**src/rtl/motor_ramp.sv**
```systemverilog
// Command shaper ahead of motor_controller: slew-limited duty, ramp-through-zero
// reversals with a dead time before the direction bit flips, and emergency stop.
module motor_ramp #(
   parameter int unsigned STEP       = 8,
   parameter int unsigned TICK_DIV   = 50000,
   parameter int unsigned DEAD_TICKS = 4
) (
   input  logic        CLOCK_50,
   input  logic        reset,
   input  logic        cmd_valid,
   output logic        cmd_ready,
   input  logic [10:0] cmd_speed,
   input  logic        estop,
   output logic        direction,
   output logic        enable,
   output logic [9:0]  duty,
   output logic        busy
);

   localparam int unsigned CW = $clog2(TICK_DIV);
   localparam int unsigned DW = $clog2(DEAD_TICKS + 1);
   localparam logic [9:0]    STEP10    = 10'(STEP);
   localparam logic [CW-1:0] TICK_LAST = CW'(TICK_DIV - 1);
   localparam logic [DW-1:0] DEAD_LOAD = DW'(DEAD_TICKS);

   typedef enum logic [1:0] {IDLE, RAMP, DEAD} state_t;

   state_t        state_q, state_d;
   logic [CW-1:0] cnt_q;
   logic [9:0]    duty_q, duty_d;
   logic          dir_q, dir_d;
   logic          en_q;
   logic          tdir_q, tdir_d;
   logic [9:0]    tmag_q, tmag_d;
   logic [DW-1:0] dead_q, dead_d;
   logic          tick;
   logic [10:0]   cmd_abs;
   logic [9:0]    cmd_mag;

   // Move cur one STEP toward tgt, landing exactly on tgt when within reach.
   function automatic logic [9:0] approach(input logic [9:0] cur, input logic [9:0] tgt);
      logic [10:0] up;
      up = {1'b0, cur} + {1'b0, STEP10};
      if (cur < tgt)
         return (up >= {1'b0, tgt}) ? tgt : up[9:0];
      else if (cur > tgt)
         return ((cur - tgt) <= STEP10) ? tgt : (cur - STEP10);
      else
         return cur;
   endfunction

   assign tick    = (cnt_q == TICK_LAST);
   assign cmd_abs = cmd_speed[10] ? (~cmd_speed + 11'd1) : cmd_speed;
   assign cmd_mag = cmd_abs[10] ? 10'd1023 : cmd_abs[9:0];

   assign cmd_ready = !estop && (state_q != DEAD);
   assign busy      = (state_q == DEAD) || (duty_q != tmag_q) ||
                      ((tmag_q != '0) && (dir_q != tdir_q));
   assign direction = dir_q;
   assign enable    = en_q;
   assign duty      = duty_q;

   always_comb begin
      state_d = state_q;
      duty_d  = duty_q;
      dir_d   = dir_q;
      tdir_d  = tdir_q;
      tmag_d  = tmag_q;
      dead_d  = dead_q;
      if (cmd_valid && cmd_ready) begin
         tdir_d = ~cmd_speed[10];
         tmag_d = cmd_mag;
      end
      if (estop) begin
         duty_d  = '0;
         tmag_d  = '0;
         tdir_d  = dir_q;
         state_d = IDLE;
         dead_d  = '0;
      end else if (tick) begin
         case (state_q)
            // IDLE shares the RAMP evaluation so a new command moves duty on the first tick.
            IDLE, RAMP: begin
               if ((tmag_q != '0) && (tdir_q != dir_q)) begin
                  if (duty_q == '0) begin
                     state_d = DEAD;
                     dead_d  = DEAD_LOAD;
                  end else begin
                     duty_d  = approach(duty_q, '0);
                     state_d = RAMP;
                  end
               end else begin
                  duty_d  = approach(duty_q, tmag_q);
                  state_d = ((duty_d == '0) && (tmag_q == '0)) ? IDLE : RAMP;
               end
            end
            DEAD: begin
               dead_d = dead_q - DW'(1);
               if (dead_q == DW'(1)) begin
                  dir_d   = tdir_q;
                  state_d = RAMP;
               end
            end
            default: state_d = IDLE;
         endcase
      end
   end

   always_ff @(posedge CLOCK_50 or posedge reset) begin
      if (reset) begin
         cnt_q   <= '0;
         state_q <= IDLE;
         duty_q  <= '0;
         dir_q   <= 1'b1;
         en_q    <= 1'b0;
         tdir_q  <= 1'b1;
         tmag_q  <= '0;
         dead_q  <= '0;
      end else begin
         cnt_q   <= tick ? '0 : cnt_q + CW'(1);
         state_q <= state_d;
         duty_q  <= duty_d;
         dir_q   <= dir_d;
         en_q    <= (duty_d != '0);
         tdir_q  <= tdir_d;
         tmag_q  <= tmag_d;
         dead_q  <= dead_d;
      end
   end

endmodule

```
**config.mk**
```make
export PLATFORM = sky130hd
export DESIGN_NAME = motor_ramp
export DESIGN_NICKNAME = d
export VERILOG_FILES = /design/src/rtl/motor_ramp.sv
export SDC_FILE = /design/constraint.sdc
export NUM_CORES = 1
export LEC_CHECK = 0
export ABC_AREA = 1
export CORE_ASPECT_RATIO = 1.2
export CORE_MARGIN = 1.5
export CORE_UTILIZATION = 54
export DETAILED_ROUTE_END_ITERATION = 8
export PLACE_DENSITY = 0.77
export SLEW_MARGIN = 20
export SYNTH_ARGS = -nofsm -noshare
export SYNTH_HDL_FRONTEND = slang
export SYNTH_SLANG_ARGS = --single-unit
```
**constraint.sdc**
```tcl
create_clock -name CLOCK_50 -period 2.8 [get_ports CLOCK_50]
set_input_delay 0.56 -clock CLOCK_50 [delete_from_list [all_inputs] [get_ports CLOCK_50]]
set_output_delay 0.56 -clock CLOCK_50 [all_outputs]
set_load 0.01 [all_outputs]
```
==> notes.md, run 1 <==
The run gives 36.4% for the area added between synthesis and finish. The iteration tally of the first detailed-router pass was 6. Note that the worst hold path type here is register to register.

The critical path class is register to register. The final reports fail on negative setup slack. OpenROAD emitted warnings numbering 30. The startpoint identified for the worst register-to-register timing path is duty[4]. Per the OpenROAD floorplan log, the area of the die is 8050 um2. The number of cells in the design after placement came out at 827. The routed design shows a via density per instance of 5.49.

The run gives 0 for the post-synth tally of flip-flops with integrated enable. The finished design was reported to have a net count of 795. With the proportion of synthesized flip-flops having asynchronous set or reset at 100%, the half-perimeter wire length after placement is 9800 um. The slew at the pin closest to its max-slew limit was 0.556 ns; the final worst slack was -0.0233 ns. The run gives 5 for the maximum fanout along the worst path. Counting distinct cell types in the post-synthesis netlist gives 39. The tools report the global placer's final weighted congestion as 0.972.

The largest area contributor in the netlist is dfrtp_1. The H-tree was split into 2 levels. The finished layout reports a core utilization of 76.1%. After detailed routing, the total wire length is 13200 um.

The run gives 682 for the net count entering floorplan. The run gives 0.396 mV as the worst ir drop on vdd. Per the OpenROAD power report, leakage power amounts to 3.00 nW. The first global-routing pass estimated 20400 um of wire.

The antenna cell count came out at 0. Final hold analysis gives a worst-case slack of 0.488 ns. The period utilization was 101%. The remaining number of nets flagged by the antenna check after routing is 0.

The clock transition at the registers of the reported paths is 0.09 ns. The tools report the number of clock sinks as 44. The required time at the worst endpoint is listed as 3.00 ns. The routed layout has 4656 vias. Entering global routing, the biggest net connects 45 pins. Remaining max-slew budget at the tightest pin: 62.9%. For the fill cell instance count of the final layout, the log shows 566.

The highest attainable clock frequency is 354 MHz. By area the synthesized netlist is led by dfrtp_1 (26%), nand2_1 (16%), inv_1 (11%). The routed design shows a wire length per standard cell of 15.6 um. The run gives 2 for the clock tree buffer depth. According to the I/O placement log, the pin count is 29.

The run finished, with violations left. The report counts max-capacitance violations totalling 0. The layout cell share with drive strength beyond 1 came out at 25.1%.

Data arrival at the endpoint of the critical path: 3.02 ns. The initial antenna violation count was 0. Clock tree synthesis selected as its root buffer the cell clkbuf_8. The power density of the placed cells came out at 373 nW/um2. The tools report the endpoint class of the critical path as a register. According to the timing report, the critical path is launched from duty[4]. At the floorplan stage, the core utilization is reported as 55.8%.

For the overall track demand over capacity in global routing, the log shows 33.0%. Setup repair after global routing could not meet its margin everywhere. Nature of the critical path startpoint: a register. Summing the sequential cell areas from Yosys gives 27.2% of the chip area. Counting I/O delays and the setup requirement, the final critical path takes 2.82 ns.

The number of global-route vias before repair was 4452. Synthesis produced 644 cells. TritonCTS built the clock tree.

Most frequently used flop master after synthesis: dfrtp_1. The run gives 0 for the final max-slew violation count. The final number of setup-violating endpoints is 1, and the CTS buffer count is 5. The commonest cells after synthesis are nand2_1 (174), inv_1 (119), nor2_1 (64), dfrtp_1 (42), nand3_1 (40).

After synthesis, the chip area reported by Yosys is 4060 um2. Beginning of the worst hold path: cnt_q[0]. Hold-check failures listed in the final report amount to 0.

For this block, the initial DRC count from the detailed router was 404.
==> run 1: logic make-up after synthesis <==
family,synth area share [%]
xor+xnor,4.10
simple gates,36.0
fa+ha+maj,7.09
mux,0.246
buf+inv,12.7
flops,27.2
compound gates,12.6
==> run 1: area by class of cell <==
cell class / count / area (um2) / area share, %
timing repair buffer: 112 / 940 / 17.0
inverter: 127 / 487 / 8.79
sequential: 44 / 1110 / 20.0
clock buffer: 6 / 72.6 / 1.31
tap: 90 / 113 / 2.03
multi-input combinational: 467 / 2780 / 50.3
clock inverter: 2 / 35.0 / 0.633
==> run 1: worst max-delay path, cell delays in order, from the launching register on <==
cell and delay (ns):
dfrtp_2 0.50, buf_6 0.15, ha_4 0.28, nand2_1 0.08, inv_1 0.06, nand3_1 0.09, nand2_1 0.13, nand2_2 0.07
nand2_1 0.07, nand2_1 0.10, nand2_4 0.13, buf_6 0.12, nand4_1 0.17, nand2_1 0.13, nand3_2 0.08, nand2_2 0.09
nand2_2 0.04, nand2_1 0.05, nand2_1 0.07, nand2_2 0.08, nand2_2 0.08, nor2_2 0.07, nand3_1 0.07
==> run 1: through the flow <==
| step | total power, W | instance area, um2 | setup WS, ns |
|---|---|---|---|
| after floorplan | 0.00117 | 4060 | 0.0166 |
| after global placement | 0.00144 | 4960 | -0.0785 |
| after detailed placement | 0.00144 | 4960 | -0.111 |
| after CTS | 0.00196 | 5160 | 0.00344 |
| after global routing | 0.00218 | 5540 | -0.256 |
| final | 0.00206 | 5540 | -0.0233 |
==> run 1: state kept, by name, indices dropped and copies added, names as in the netlist <==
signal and count:
cnt_q 16, duty 10, enable 1, state_q 2, direction 1, tmag_q 10
dead_q 3, tdir_q 1
==> run 1: path summary, 6_finish.rpt <==
check                       endpoint  depth (start not counted)  slack, ns
max                           enable                         22      -0.02
min in group asynchronous  cnt_q[10]                          3       0.70
min                         cnt_q[0]                          1       0.49
min reg2reg                 cnt_q[0]                          1       0.49
max reg2reg                   enable                         22      -0.02
max in group asynchronous    duty[3]                          3       1.70
==> run 1: power breakdown <==
group	internal, W	switching (W)	total, W
combinational	0.000354	0.000533	0.000888
clock	0.000265	0.000228	0.000493
sequential	0.000662	0.0000211	0.000683
==> run 1: placed cells by master (no fill, tap or decap), drive strengths merged <==
cell type        n
ha              23
o211ai           7
a31oi            2
xor2            15
nand3           47
dfrtp           42
nor2            67
inv            124
mux2i            1
nand4           13
o22ai            2
xnor2            4
bufinv           1
a21o             1
a211oi           2
o21ai           41
clkinv           4
nor4             3
clkbuf           6
buf             84
a21oi           33
dfstp            2
nand2          187
nand3b           2
dlygate4sd2      1
nor3            13
o21bai           1
o31ai            1
clkdlybuf4s50   27
nor3b            2
==> run 1: per-layer routing <==
layer | GRT usage (%) | vias up | share of wire [%]
met2 | 55.7 | 185 | 50
met5 | 0 | - | 0
li1 | - | 2258 | -
met3 | 4.21 | 62 | 4.3
met1 | 40.1 | 2151 | 40
met4 | 17.1 | 0 | 5.9
==> run 1: what timing repair did <==
item                       in CTS  in global routing
buffers inserted                3                  8
hold buffers                    0                  0
pin swaps                       4                 43
gates cloned                    0                  2
setup endpoints to repair       7                 13
resized                        18                 68
run_1/placement.png
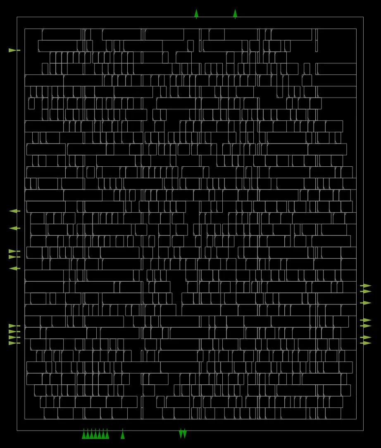
tap cells: 90
tally of non-filler cells in the final layout: 848
Core Rows: 34
sequential cell count: 44

run_1/clk_routes.png
Scale bar: 20 um.
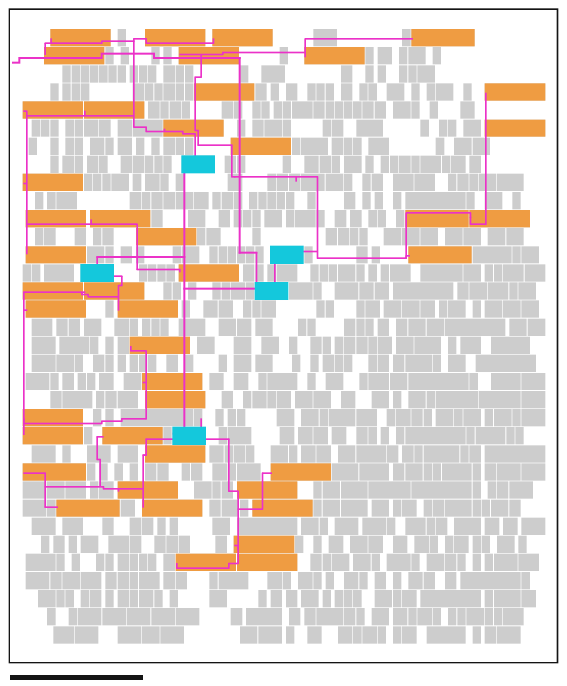
[magenta] clock wires | length: 616 um
[orange] flip-flops | count: 44
[cyan] clock drivers | count: 5
routed clock nets: 6
Clk power: 0.000493 W
Fin Clk Skew: 0.0168 ns

run_1/placement_by_type.png
Fill, decap, tap and diode cells in gray.
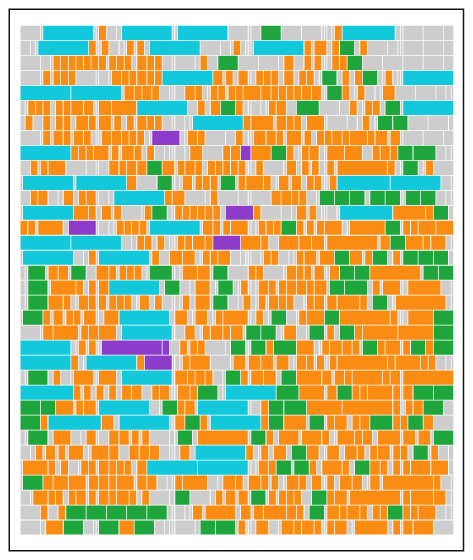
[green] remaining buffers and delay cells | cells: 112 | share of their area: 17%
[orange] combinational and other logic | cells: 594 | share of their area: 60%
[cyan] sequential cells | cells: 44 | share of their area: 20%
[purple] clock drivers and dummy loads | cells: 8 | share of their area: 2.0%

run_1/io_placement.png
Pins as bars across the die edge, other pins in gray.
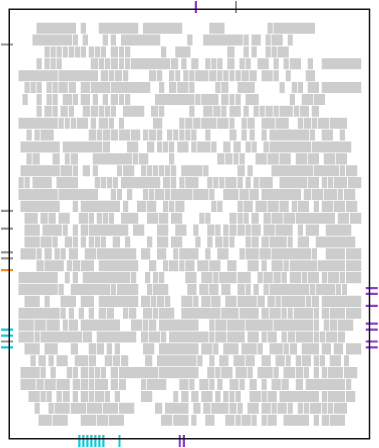
[purple] duty | pins: 10 | direction: output | edge: 7 right, 2 bottom, 1 top
[cyan] cmd_speed | pins: 11 | direction: input | edge: 8 bottom, 3 left
[orange] direction | pins: 1 | direction: output | edge: left
all pins by edge: 10 left, 10 bottom, 7 right, 2 top
Chip Width: 82.2 um
number of buffers inserted by port buffering: 28
Die Y-Extent: 98 um

==> run 2, diff against run 1 <==
--- a/config.mk
+++ b/config.mk
@@ -6,6 +6,7 @@
 export NUM_CORES = 1
 export LEC_CHECK = 0
 export ABC_AREA = 1
+export ABC_CLOCK_PERIOD_IN_PS = 2800
 export CORE_ASPECT_RATIO = 1.2
 export CORE_MARGIN = 1.5
 export CORE_UTILIZATION = 54
run_2/placement_by_type.png
Fill, decap, tap and diode cells in gray.
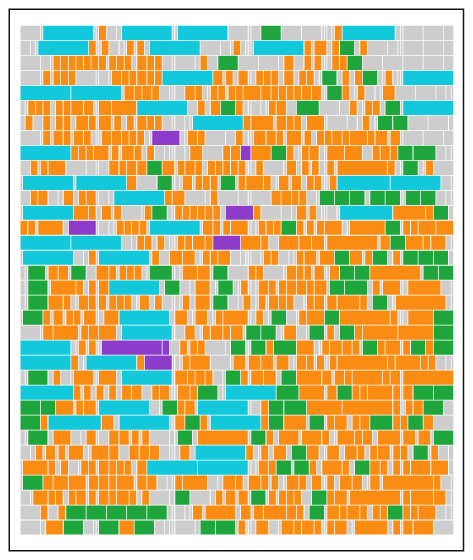
[green] remaining buffers and delay cells | cells: 112 | share of their area: 17%
[cyan] sequential cells | cells: 44 | share of their area: 20%
[purple] clock drivers and dummy loads | cells: 8 | share of their area: 2.0%
[orange] combinational and other logic | cells: 594 | share of their area: 60%

run_2/clk_routes.png
Scale bar: 20 um.
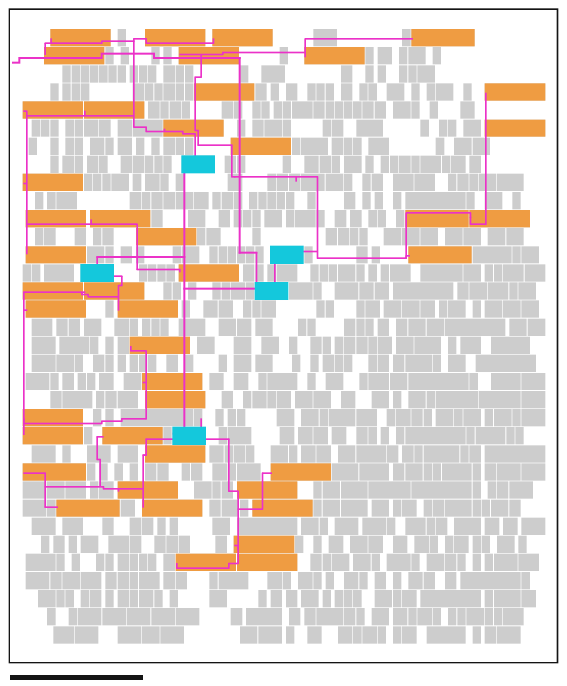
[cyan] clock drivers | count: 5
[magenta] clock wires | length: 616 um
[orange] flip-flops | count: 44
routed clock nets: 6
flops lie: spread over the die
Clock Power Share: 23.9%
clock latency on the worst-skew pair: 0.31 ns

==> run 2 against run 1 <==
Compared with the run above:
- cell count did not move
- via count did not move
- hold slack unchanged
- critical path depth unchanged
- die area stayed put
- sequential share of layout area did not move
- combinational power about the same
- the flow still finishes with violations (negative setup slack)
- clock power hardly changed
- highest routed layer unchanged
- wire length unchanged
- sequential power hardly changed
==> notes.md, run 2 <==
The global placer's final weighted congestion was 0.972; the post-layout net count was 795. The class of the tightest hold or removal check was register to register. Summing all placed instances gives a cell area of 4960 um2. The area taken by multi-input combinational cells is reported as 2780 um2. The pin closest to its max-slew limit shows a slew of 0.556 ns. In this run switching power makes up 37.9% of total power. Setup repair after global routing could not meet its margin everywhere. The tools report the number of cells in the design after placement as 827. The beginning of the worst hold path was cnt_q[0].

The gate-level netlist out of Yosys references 39 unique cell types. Sequential cells were found to cover 27.2% of the synthesized design area. After Yosys synthesis, full adders, half adders and majority gates account for 7.09% of the synthesized area. The tools report the part of the power in registers as 33.1%. The register area was 1110 um2; the number of H-tree branching levels was 2. Clock transition at the registers of the reported paths: 0.09 ns.

The flow ran to the end, but the final reports show violations. The main area contributors are dfrtp_1 (26%), nand2_1 (16%), inv_1 (11%). The I/O pin count came out at 29. For the initial antenna violation count, the log shows 0. In the final layout, the share of cells above drive strength 1 is 25.1%. After detailed routing, the average wire length per cell comes to 15.6 um. Internal power: 0.00128 W.

The tools report the area of the die as 8050 um2. In this run, CTS created clock tree buffers numbering 5. The area fraction in compound gates after synthesis works out to 12.6%. The run gives 16 for the number of flip-flops under the largest register name. The critical path is of the register to register type. In this run the tool buffered the top-level ports with 28 buffer cells. After the flow finishes, the layout carries non-filler instances totaling 848.

Remaining number of nets flagged by the antenna check after routing: 0. The synthesized design spends more area on one cell type than any other, namely dfrtp_1. The run gives 0.396 mV as the worst ir drop on vdd. The yosys-reported design area after synthesis was 4060 um2. The most instantiated logic cell after routing is nand2_1. The final report gives the standard cell area, fillers excluded, as 5540 um2. TritonCTS built the clock tree.

The sum of overflow across all layers after global routing was 0; the data arrival at the endpoint of the critical path was 3.02 ns. Shortest clock period the worst path allows after layout: 2.82 ns. Of the total synthesized cell area, the portion taken by AND, OR, NAND and NOR gates is 36.0%.

The main logic family after synthesis is simple AND/OR/NAND/NOR gates. By instance count after routing, the leading logic cell types are nand2_1 (148), inv_1 (114), buf_4 (76), nor2_1 (60), dfrtp_1 (39). The maximum fanout along the worst path came out at 5.

Yosys printed 0 warnings. Cells fill 76.1% of the core in the end. The routed design has 13200 um of wire. Launching instance or port of the critical path: duty[4]. The final number of setup-violating endpoints is 1, and the proportion of synthesized flip-flops having asynchronous set or reset is 100%. With the area fraction in mux cells at 0.246%, the DRC marker count from the first detailed-route iteration is 404. The period utilization is 101%, and the number of synthesized register bits is 44.

Per the post-synthesis stats, the area per cell is 6.31 um2. The buffer cell driving the clock tree root was clkbuf_8. The floorplan core density was 55.8%; the xor/xnor share of the synthesized area was 4.10%. Row generation in the floorplan step produced 34 rows. Across all stage logs, warnings added up to 30. Combinational logic is responsible for 43.0% of the overall power. STA classifies the critical path endpoint as a register.

The reported max-cap violation count is 0, and the global-route wire length before repair is 20400 um. Hold-check failures listed in the final report amount to 0. Pins over their slew limit in the final report were tallied at 0. Summed over all routing layers, the global router reports a total usage of 33.0%. The final reports fail on negative setup slack. The analysis attributes to cell leakage a power of 3.00 nW.

The area of the mapped netlist is 4060 um2, and the post-synth tally of flip-flops with integrated enable is 0. The worst register-to-register path begins at duty[4]. The final timing report lists clock skew as 0.0168 ns. Dividing total power by cell area gives a power density of 373 nW/um2. For the final worst slack, the log shows -0.0233 ns.

The most frequently used cell type in the post-synthesis netlist is nand2_1. Per the run report, area growth between synthesis and finish was 36.4%. In this run the horizontal extent of the chip is 82.2 um.

The cell count after synthesis came out at 644. The run gives 0 for the antenna cell count. The chip height came out at 98 um.

Prior to clock tree synthesis, the placed netlist has a worst setup slack of -0.111 ns. Summed over all nets, the switching power comes to 0.000783 W. Register bank with the most flops: cnt_q.

The run gives 354 MHz as the highest attainable clock frequency. The tools report the half-perimeter wire length after placement as 9800 um. The iteration tally of the first detailed-router pass was 6; the clock tree buffer depth was 2. For the worst setup path, the data required time is 3.00 ns.

For this design, Yosys synthesis ends with a cell count of 644. The tightest hold margin was 0.488 ns; the DRC violation count after routing was 0. The logs give 4452 for the number of global-route vias before repair and 45 for the largest net degree at the start of global routing. The run gives 62.9% for the remaining max-slew budget at the tightest pin. The core region is 7270 um2.

The final layout report lists a filler cell count of 566. The worst setup path is launched from a register. Most frequently used flop master after synthesis: dfrtp_1. The number of nets in the synthesized netlist is 682.

The clock tree has to reach 44 sinks. The final route contains 4656 vias. In the synthesized netlist, the cells that appear most often are nand2_1 (174), inv_1 (119), nor2_1 (64), dfrtp_1 (42), nand3_1 (40). Dividing the detail-routed via count by the number of cells gives 5.49. In this run the biggest area consumer among cell types represents 25.9% of the synthesized area.
## run 2: metrics by stage
step	setup TNS (ns)	total power [W]
after floorplan	0	0.00117
after global placement	-0.134	0.00144
after detailed placement	-0.258	0.00144
after CTS	0	0.00196
after global routing	-1.20	0.00218
final	-0.0233	0.00206
## run 2: critical path, cell delays in order (launching register included)
cell and delay (ns):
dfrtp_2 0.50, buf_6 0.15, ha_4 0.28, nand2_1 0.08
inv_1 0.06, nand3_1 0.09, nand2_1 0.13, nand2_2 0.07
nand2_1 0.07, nand2_1 0.10, nand2_4 0.13, buf_6 0.12
nand4_1 0.17, nand2_1 0.13, nand3_2 0.08, nand2_2 0.09
nand2_2 0.04, nand2_1 0.05, nand2_1 0.07, nand2_2 0.08
nand2_2 0.08, nor2_2 0.07, nand3_1 0.07
## run 2: cell families (layout without fill, tap and decap cells)
logic type,Yosys count,in the layout
buffers and inverters,135,247
multiplexers,1,1
AND/OR/NAND/NOR,332,334
adder cells (fa/ha/maj),23,23
AND-OR/OR-AND,90,90
XOR/XNOR,19,19
flip-flops,44,44
## run 2: per-layer routing
metal	up-vias	global-route usage, %	wire (um)
met5	-	0	0
li1	2258	-	-
met3	62	4.21	564
met1	2151	40.1	5320
met4	0	17.1	775
met2	185	55.7	6530
## run 2: timing repair
item                       4_1_cts  5_1_grt
hold buffers                     0        0
setup endpoints to repair        7       13
setup buffers                    3        8
resized                         18       68
pin swaps                        4       43
gates cloned                     0        2
## run 2: final timing paths
check | endpoint | slack [ns] | depth (start not counted)
max | enable | -0.02 | 22
min | cnt_q[0] | 0.49 | 1
max reg2reg | enable | -0.02 | 22
min reg2reg | cnt_q[0] | 0.49 | 1
max in group asynchronous | duty[3] | 1.70 | 3
min in group asynchronous | cnt_q[10] | 0.70 | 3
## run 2: area by class of cell
type / instances / area share (%)
multi-input cells: 467 / 50.3
clock inverters: 2 / 0.633
clock buffers: 6 / 1.31
well taps: 90 / 2.03
repair buffers: 112 / 17.0
flip-flops and latches: 44 / 20.0
inverters: 127 / 8.79
## run 2: power groups by stage
stage,registers (W),logic (W),clock network [W]
after floorplan,0.000688,0.000486,0
after global placement,0.000694,0.000746,0
after detailed placement,0.000694,0.000751,0
after CTS,0.000681,0.000776,0.000502
after global routing,0.000684,0.000971,0.000525
final,0.000683,0.000888,0.000493
==> run 3, diff against run 2 <==
--- a/config.mk
+++ b/config.mk
@@ -8,10 +8,11 @@
 export ABC_AREA = 1
 export ABC_CLOCK_PERIOD_IN_PS = 2800
 export CORE_ASPECT_RATIO = 1.2
-export CORE_MARGIN = 1.5
+export CORE_MARGIN = 2
 export CORE_UTILIZATION = 54
 export DETAILED_ROUTE_END_ITERATION = 8
 export PLACE_DENSITY = 0.77
+export SKIP_CTS_REPAIR_TIMING = 1
 export SLEW_MARGIN = 20
 export SYNTH_ARGS = -nofsm -noshare
 export SYNTH_HDL_FRONTEND = slang
run_3/placement_by_type.png
Fill, decap, tap and diode cells in gray.
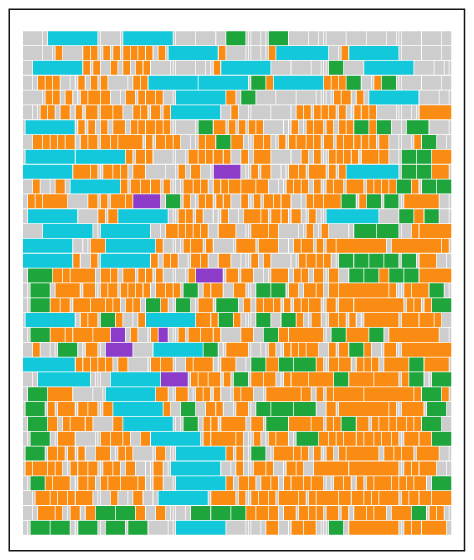
post-route cell area: 5430 um2
flop share of the area: 20.4%

run_3/io_placement.png
Pins as bars across the die edge, other pins in gray.
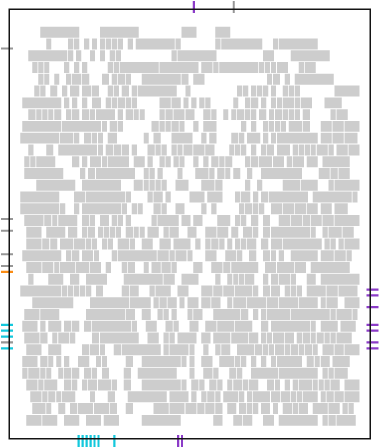
[purple] duty | pins: 10 | direction: output | edge: 7 right, 2 bottom, 1 top
[orange] direction | pins: 1 | direction: output | edge: left
[cyan] cmd_speed | pins: 11 | direction: input | edge: 7 bottom, 4 left
all pins by edge: 11 left, 9 bottom, 7 right, 2 top

==> run 3 against run 2 <==
Compared with the run above:
- the flow still finishes with violations (negative setup slack)
- utilization fell by 1.5 points
- critical path type unchanged
- global-route usage fell by 4.6 points
- cell count fell by 1.7%
- cell area fell by 2.0%
- clock power fell by 22%
- critical path depth did not move
- clock-buffer cell count fell by 1
- combinational power rose by 2.5%
- wire length fell by 5.8%
==> notes.md, run 3 <==
The flow ran to the end, but the final reports show violations. The final reports fail on negative setup slack. With the final number of setup-violating endpoints at 4, the total power is 0.00198 W. Registers are responsible for 34.7% of the overall power. The detailed router used layers up to and including met4. The run gives 44 as the number of clock sinks.

The cell count listed in synth_stat.txt is 644. The run gives 29 as the I/O pin count. The startpoint identified for the worst register-to-register timing path is duty[3]. Yosys reported that registers with async set or reset make up 100%. OpenROAD reports that the post-layout worst path occupies 104% of the period. The highest-delay cell along the critical path is dfrtp_2.

The DRC marker count from the first detailed-route iteration is 281. STA classifies the critical path startpoint as a register. With the yosys-reported design area after synthesis at 4060 um2, the chip height is 99 um. The analysis attributes to net switching a power of 0.000783 W. The flow reports that combinational logic draws 46.0% of the design power.

The launching instance or port of the critical path is duty[3]. The tools report the setup TNS as -0.239 ns. The final layout report lists a filler cell count of 591. The post-synthesis area per instance works out to 6.31 um2. Most instantiated logic cell after routing: nand2_1. Per the final layout report, the fraction of cells sized above drive strength 1 comes to 24.2%.

Across the VDD grid, the largest voltage drop is 0.282 mV. The overall track demand over capacity in global routing came out at 28.4%. The post-synth count of flops with an enable pin is 0. The clock H-tree reported by CTS has 2 levels. TritonCTS built the clock tree.

The switching fraction of total power works out to 39.6%. The stage logs contain a warning count of 30. For this run, the register share of the synthesized area comes to 27.2%. The CTS buffer count is 5. The library cells used most frequently in the layout, excluding fill and tap cells, are nand2_1 (150), inv_1 (112), buf_4 (62), nor2_1 (58), dfrtp_1 (39).

The initial utilization of the core area, before any placement, comes to 55.8%. With the number of warnings reported in the yosys synthesis log at 0, the reported max-cap violation count is 0. The script logs the ratio of routed vias to standard cells as 5.49. Per the OpenROAD power report, leakage power amounts to 2.93 nW. The worst stage delay on the critical path is 0.47 ns.

Counting every instance in the synthesized netlist gives 644. The number of I/O port buffers was 28; the sum of overflow across all layers after global routing was 0. Final max-slew violation count: 0.

Counting flops and latches in the post-synthesis netlist gives 44. The remaining number of nets flagged by the antenna check after routing was 0. In the detailed route, the total length drawn on met3 is 660 um. From synthesis to final layout, the design area changed by 33.6%.

Detailed routing inserted a total of 4579 vias. With the half-perimeter wire length after placement at 9180 um, the part of the total power dissipated in the clock network is 19.3%. Setup repair after global routing could not meet its margin everywhere. The area of the die is 8230 um2, and the count of buffer and inverter cells on the critical path is 4.

In the per-layer breakdown of the detailed-route log, met1 shows 5180 um. In the final layout, flip-flops and latches occupy 1110 um2. The class of the tightest hold or removal check was register to register. The post-placement cell area is 4830 um2.

Per the CTS log, the buffer count on the longest clock path is 2. The routed design uses 6260 um of met2 wire. Per the detail_route report, DRC violations left total 0.

With the row count at 34, the number of flip-flops under the largest register name is 16. Dividing total power by cell area gives a power density of 365 nW/um2. In the post-synthesis netlist, the biggest area contributors are dfrtp_1 (26%), nand2_1 (16%), inv_1 (11%). For the data arrival at the endpoint of the critical path, the log shows 3.10 ns.

In this run the clock root is driven by a clkbuf_8. The critical path in this run is classified as register to register. In this design, the critical path's most frequently occurring cell is nand2_1. The signal on the critical path passes through nand3_4 -> nor3_4 -> xnor2_1 -> inv_1 -> ha_4 -> a21o_1 -> a21oi_2 -> nand2_1 -> inv_2 -> nand2_4 -> inv_4 -> buf_6 -> nand2_2 -> nand2_2 -> nor2_2 -> nand3b_1 -> nand2_1 -> nand2_1 -> nand2_1 -> nand2_1 -> nor2_1 -> nand3_1. After layout, the minimum clock period comes to 2.90 ns. The number of global-route vias before repair was 4170. At the end of routability-driven placement, the weighted congestion stood at 0.990. Among all cell types in the netlist, the one instantiated most often is nand2_1.

With the iteration tally of the first detailed-router pass at 5, the final worst slack is -0.104 ns. According to the finish report, the design has a final net count of 782. 0 antenna diodes ended up in the layout.

The logs give 12400 um for the total detailed-routing wirelength and 0.0105 ns for the clock skew after layout. The logs give 39 for the count of different cell masters after synthesis and 61.4% for the remaining max-slew budget at the tightest pin. The report shows a maximum critical-path fanout of 6. After synthesis, the most frequently instantiated cells are nand2_1 (174), inv_1 (119), nor2_1 (64), dfrtp_1 (42), nand3_1 (40).
-- run 3: final timing paths --
kind                       cells past startpoint        end  slack [ns]
min                                            1   cnt_q[0]        0.46
min reg2reg                                    1   cnt_q[0]        0.46
min in group asynchronous                      3  tmag_q[4]        0.71
max reg2reg                                   22     enable       -0.10
max in group asynchronous                      3    duty[5]        1.66
max                                           22     enable       -0.10
-- run 3: metrics by stage --
step	util [%]	cells	hold slack [ns]	worst slack [ns]
after CTS	67.6	817	0.467	-0.164
after detailed placement	66.5	810	0.455	-0.127
after global routing	74.6	834	0.499	-0.342
after floorplan	-	644	0.433	0.0166
after global placement	66.5	810	0.450	-0.0742
final	74.6	834	0.462	-0.104
-- run 3: cell type report --
| type | count | share of cell area [%] |
|---|---|---|
| inverter | 127 | 8.88 |
| sequential | 44 | 20.4 |
| timing repair buffer | 99 | 15.7 |
| tap | 90 | 2.08 |
| multi-input combinational | 467 | 51.5 |
| clock buffer | 5 | 1.27 |
| clock inverter | 2 | 0.231 |
-- run 3: logic make-up after synthesis --
group                      share of synthesized area [%]
DFF                                                 27.2
AOI/OAI and AO/OA                                   12.6
xor gates and xnor gates                            4.10
muxes                                              0.246
and+or+nand+nor                                     36.0
buffers and inverters                               12.7
adders and majority gates                           7.09
-- run 3: routing by layer --
layer	track usage (%)	vias to the layer above
met5	0	-
met4	9.46	0
met3	3.85	34
met2	50.7	169
met1	35.3	2131
li1	-	2245
-- run 3: power by group through the flow --
stage          combinational [W]  clock, W  sequential (W)
6_report                0.000910  0.000383        0.000686
5_1_grt                 0.000999  0.000422        0.000687
4_1_cts                 0.000719  0.000391        0.000684
3_5_place_dp            0.000715         0        0.000696
3_3_place_gp            0.000703         0        0.000696
2_1_floorplan           0.000486         0        0.000688
Power and IR drop assume default switching activity.
